$ cat config.mk
export PLATFORM = sky130hd
export DESIGN_NAME = spiflash4x_responder
export DESIGN_NICKNAME = d
export VERILOG_FILES = /design/src/rtl/spiflash4x_responder.sv
export SDC_FILE = /design/constraint.sdc
export NUM_CORES = 1
export LEC_CHECK = 0
export CAP_MARGIN = 20
export CORE_MARGIN = 3
export CORE_UTILIZATION = 36
export CTS_BUF_LIST = sky130_fd_sc_hd__clkbuf_2 sky130_fd_sc_hd__clkbuf_4 sky130_fd_sc_hd__clkbuf_8
export CTS_CLUSTER_SIZE = 12
export DETAILED_ROUTE_END_ITERATION = 16
export PLACE_DENSITY_LB_ADDON = 0.1
export SYNTH_ARGS = -nofsm -noshare
export SYNTH_HDL_FRONTEND = slang
export SYNTH_SLANG_ARGS = --single-unit
$ cat constraint.sdc
create_clock -name clock -period 2.55 [get_ports clock]
set_clock_uncertainty 0.15 [all_clocks]
set_input_delay 0.6375 -clock clock [delete_from_list [all_inputs] [get_ports clock]]
set_output_delay 0.6375 -clock clock [all_outputs]
set_load 0.02 [all_outputs]
$ cat src/rtl/spiflash4x_responder.sv
// rtl/spiflash4x_responder.sv - QPI fast-read (0xEB) flash responder backed by a byte-wide memory port
module spiflash4x_responder #(
    parameter int DUMMY_CYCLES = 4,
    parameter int ADDR_WIDTH   = 24
) (
    input  logic                  clock,
    input  logic                  reset_n,
    input  logic                  spiflash4x_cs_n,
    input  logic [3:0]            spiflash4x_dq_in,
    output logic [3:0]            spiflash4x_dq_out,
    output logic                  spiflash4x_dq_oe,
    output logic [ADDR_WIDTH-1:0] mem_addr,
    output logic                  mem_rd,
    input  logic [7:0]            mem_rdata,
    output logic                  busy,
    output logic                  cmd_err
);

    localparam int          ADDR_NIBBLES  = ADDR_WIDTH / 4;
    localparam logic [4:0]  ADDR_LAST     = 5'(ADDR_NIBBLES - 1);
    localparam logic [4:0]  DUMMY_LAST    = 5'(DUMMY_CYCLES - 1);
    localparam logic [7:0]  CMD_QUAD_READ = 8'hEB;

    typedef enum logic [2:0] {
        IDLE,
        CMD,
        ADDR,
        DUMMY,
        DATA,
        IGNORE
    } state_t;

    state_t                state;
    state_t                next_state;
    logic [4:0]            cnt;
    logic [ADDR_WIDTH-1:0] shift;
    logic [7:0]            buffer;
    logic                  lo_next;
    logic [7:0]            cmd_byte;
    logic [ADDR_WIDTH-1:0] addr_full;
    logic [7:0]            cur_byte;
    logic                  addr_last;
    logic                  dummy_last;

    assign cmd_byte   = {shift[3:0], spiflash4x_dq_in};
    assign addr_full  = {shift[ADDR_WIDTH-5:0], spiflash4x_dq_in};
    // The byte returned for a read issued last cycle is used directly on the edge that captures it.
    assign cur_byte   = mem_rd ? mem_rdata : buffer;
    assign addr_last  = (cnt == ADDR_LAST);
    assign dummy_last = (cnt == DUMMY_LAST);
    assign busy       = (state != IDLE);

    always_ff @(posedge clock or negedge reset_n) begin
        if (!reset_n) begin
            state <= IDLE;
        end else begin
            state <= next_state;
        end
    end

    always_comb begin
        next_state = state;
        if (spiflash4x_cs_n) begin
            next_state = IDLE;
        end else begin
            case (state)
                IDLE:    next_state = CMD;
                CMD:     next_state = (cmd_byte == CMD_QUAD_READ) ? ADDR : IGNORE;
                ADDR:    next_state = addr_last ? DUMMY : ADDR;
                DUMMY:   next_state = dummy_last ? DATA : DUMMY;
                default: next_state = state;
            endcase
        end
    end

    always_ff @(posedge clock or negedge reset_n) begin
        if (!reset_n) begin
            cnt               <= '0;
            shift             <= '0;
            buffer            <= '0;
            lo_next           <= 1'b0;
            mem_addr          <= '0;
            mem_rd            <= 1'b0;
            cmd_err           <= 1'b0;
            spiflash4x_dq_out <= 4'h0;
            spiflash4x_dq_oe  <= 1'b0;
        end else begin
            mem_rd  <= 1'b0;
            cmd_err <= 1'b0;
            cnt     <= (next_state != state) ? 5'd0 : cnt + 5'd1;
            if (spiflash4x_cs_n) begin
                // Abandon the transaction; any read in flight is dropped.
                spiflash4x_dq_out <= 4'h0;
                spiflash4x_dq_oe  <= 1'b0;
                lo_next           <= 1'b0;
            end else begin
                if (mem_rd) begin
                    buffer <= mem_rdata;
                end
                case (state)
                    IDLE: begin
                        shift <= ADDR_WIDTH'(spiflash4x_dq_in);
                    end
                    CMD: begin
                        if (cmd_byte != CMD_QUAD_READ) begin
                            cmd_err <= 1'b1;
                        end
                    end
                    ADDR: begin
                        shift <= addr_full;
                        if (addr_last) begin
                            mem_addr <= addr_full;
                            mem_rd   <= 1'b1;
                        end
                    end
                    DUMMY: begin
                        if (dummy_last) begin
                            spiflash4x_dq_out <= cur_byte[7:4];
                            spiflash4x_dq_oe  <= 1'b1;
                            lo_next           <= 1'b1;
                        end
                    end
                    DATA: begin
                        if (lo_next) begin
                            spiflash4x_dq_out <= buffer[3:0];
                            mem_addr          <= mem_addr + ADDR_WIDTH'(1);
                            mem_rd            <= 1'b1;
                            lo_next           <= 1'b0;
                        end else begin
                            spiflash4x_dq_out <= cur_byte[7:4];
                            lo_next           <= 1'b1;
                        end
                    end
                    default: begin
                    end
                endcase
            end
        end
    end

endmodule

The clock network:
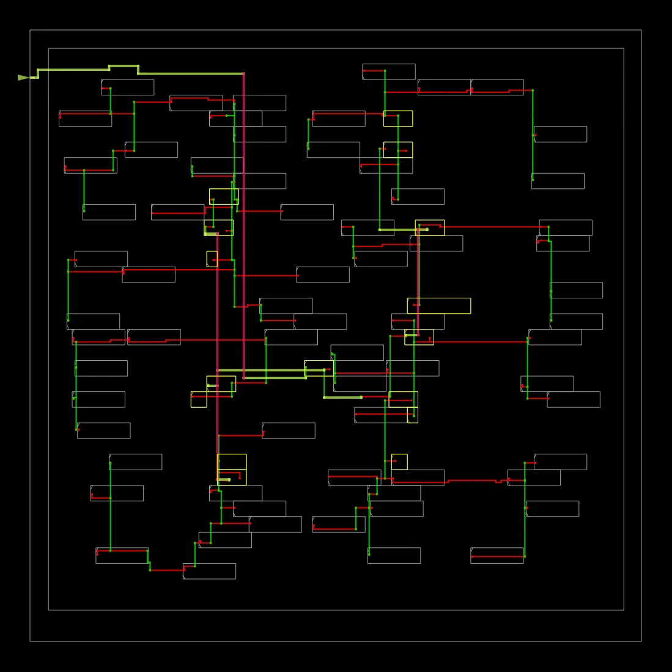
clock sink count: 68
flip-flops: 68

Signal metal coverage by tile:
Scale: 4 px per um. The die is cut into 21 by 21 equal tiles; dark purple is low, yellow is high, scaled to the fullest tile. Values are wire area over tile area, all layers added.
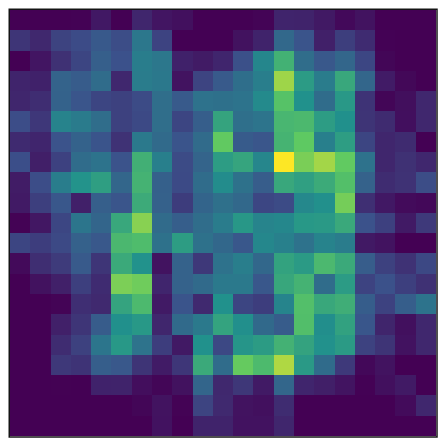
17% of the tiles are nearly empty. The mean over all tiles is 0.13. 17% of the tiles are over half the peak.

Placement by cell class:
Scale: 4 px per um.
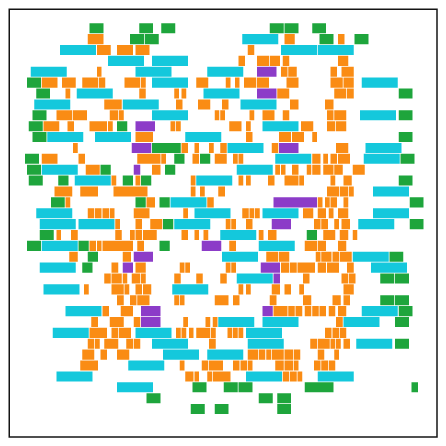
Key: green = remaining buffers and delay cells [cells 64, share of their area 14%]; orange = remaining logic cells [cells 297, share of their area 42%]; purple = clock drivers and dummy loads [cells 16, share of their area 4.8%]; cyan = registers [cells 68, share of their area 39%]

==> results.cfg <==
; generated from flow reports
[yosys]
flop_cell = dfrtp_1
syn_inst = 395
ys_seq_share_pct = 46.7
yosysTopAreaCell = dfrtp_1
ys_ff = 68
synthTopCellsByArea = dfrtp_1, nand2_1, nand3_1
synth_cell_types = 54
synth_nets = 413
synth-simple-area-share_pct = 26.0
yosysCellCount = 395
yosysMostFrequentCell = dfrtp_1
xor_share_pct = 0.722
synthAoiAreaFrac_pct = 17.0
yosysWarnings = 0

[cells_and_area]
area_growth_pct = 23.7
logic_gates = 290
num-fill-cells = 966
combGateArea_um2 = 1790
top_register = mem_addr
sh_comb_area_pct = 39.7
nClkBuffers = 12
utilization_pct = 45.9
ff_latch_area_um2 = 1700
insertedDiodeCount = 0
stdcell_count = 578
layout_top_cells = dfrtp_1, nand2_1, clkdlybuf4s50_1, nand3_1, a21oi_1
largest_class = combinational gates
final-clk-cell-share_pct = 4.58
seq_share_pct = 37.8

[cts]
cts_root_buffer = clkbuf_8
ctsHoldBuffers = 0
cts_resized = 0
htreeDepth = 3

[floorplanning]
chip_area_um2 = 11400
die_w_um = 107
pin_count = 47

[worst_setup_path]
crit_start = state[0]
crit_chain = or3_1 -> clkdlybuf4s50_1
r2r_setup_slack_ps = 410
path_delay_family = buffers and inverters
crit_buf_inv = 1
cp.arrival_ps = 1630
crit_type = reg2out
crit_cells = 2
r2r-start = cnt[1]

[route]
wl_met2_um = 4050
wl_um = 9170
dr_wl_met3_um = 318
wl_met1_um = 4590
top_layer = met4
antenna_left = 0

[power_and_ir_drop]
totalPowerFinal_w = 0.00318
leakagePower_nw = 1.94
switchingPower_w = 0.00105
comb_power_share_pct = 25.1
switching_share_pct = 33.2
p_per_area_nw_per_um2 = 705

[timing]
rsz0062_at_grt = no
slew_violations = 0
period_used_pct = 94.7
slew_headroom_pct = 54.3
tns_ps = 0

[placed_design]
detailedPlace.worstSlack_ps = 121
portBuffers = 46
dp_cells = 562

[global_routing]
antenna_found_initial = 0
grt_max_degree = 52
gr-usage-met2_pct = 25.8
grtUsageMet1_pct = 25.2
busiest_layer = met2
grt_pass1_vias = 3089

[run_status]
status = completed

[run]
maxCapViolations = 0
warnings = 27

[worst_hold_path]
hp-class = in2async
Cell sizes after repair:
Scale: 2 px per um.
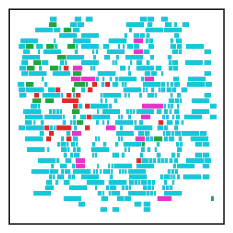
Key: cyan = x1 and smaller [cells 390, share 88%]; magenta = x6 and larger [cells 14, share 3.1%]; green = x2 [cells 21, share 4.7%]; red = x3 and x4 [cells 20, share 4.5%]

Met3 routing:
Scale: 4 px per um.
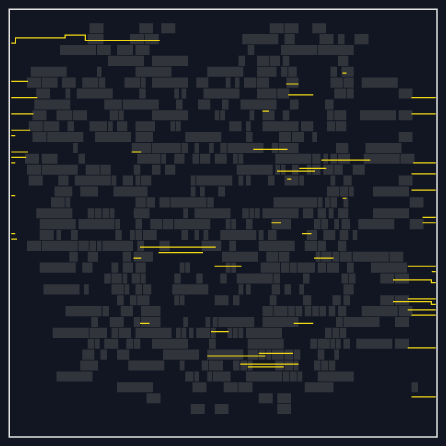
The layer carries 319 um of wire. 41 nets have wire on it.

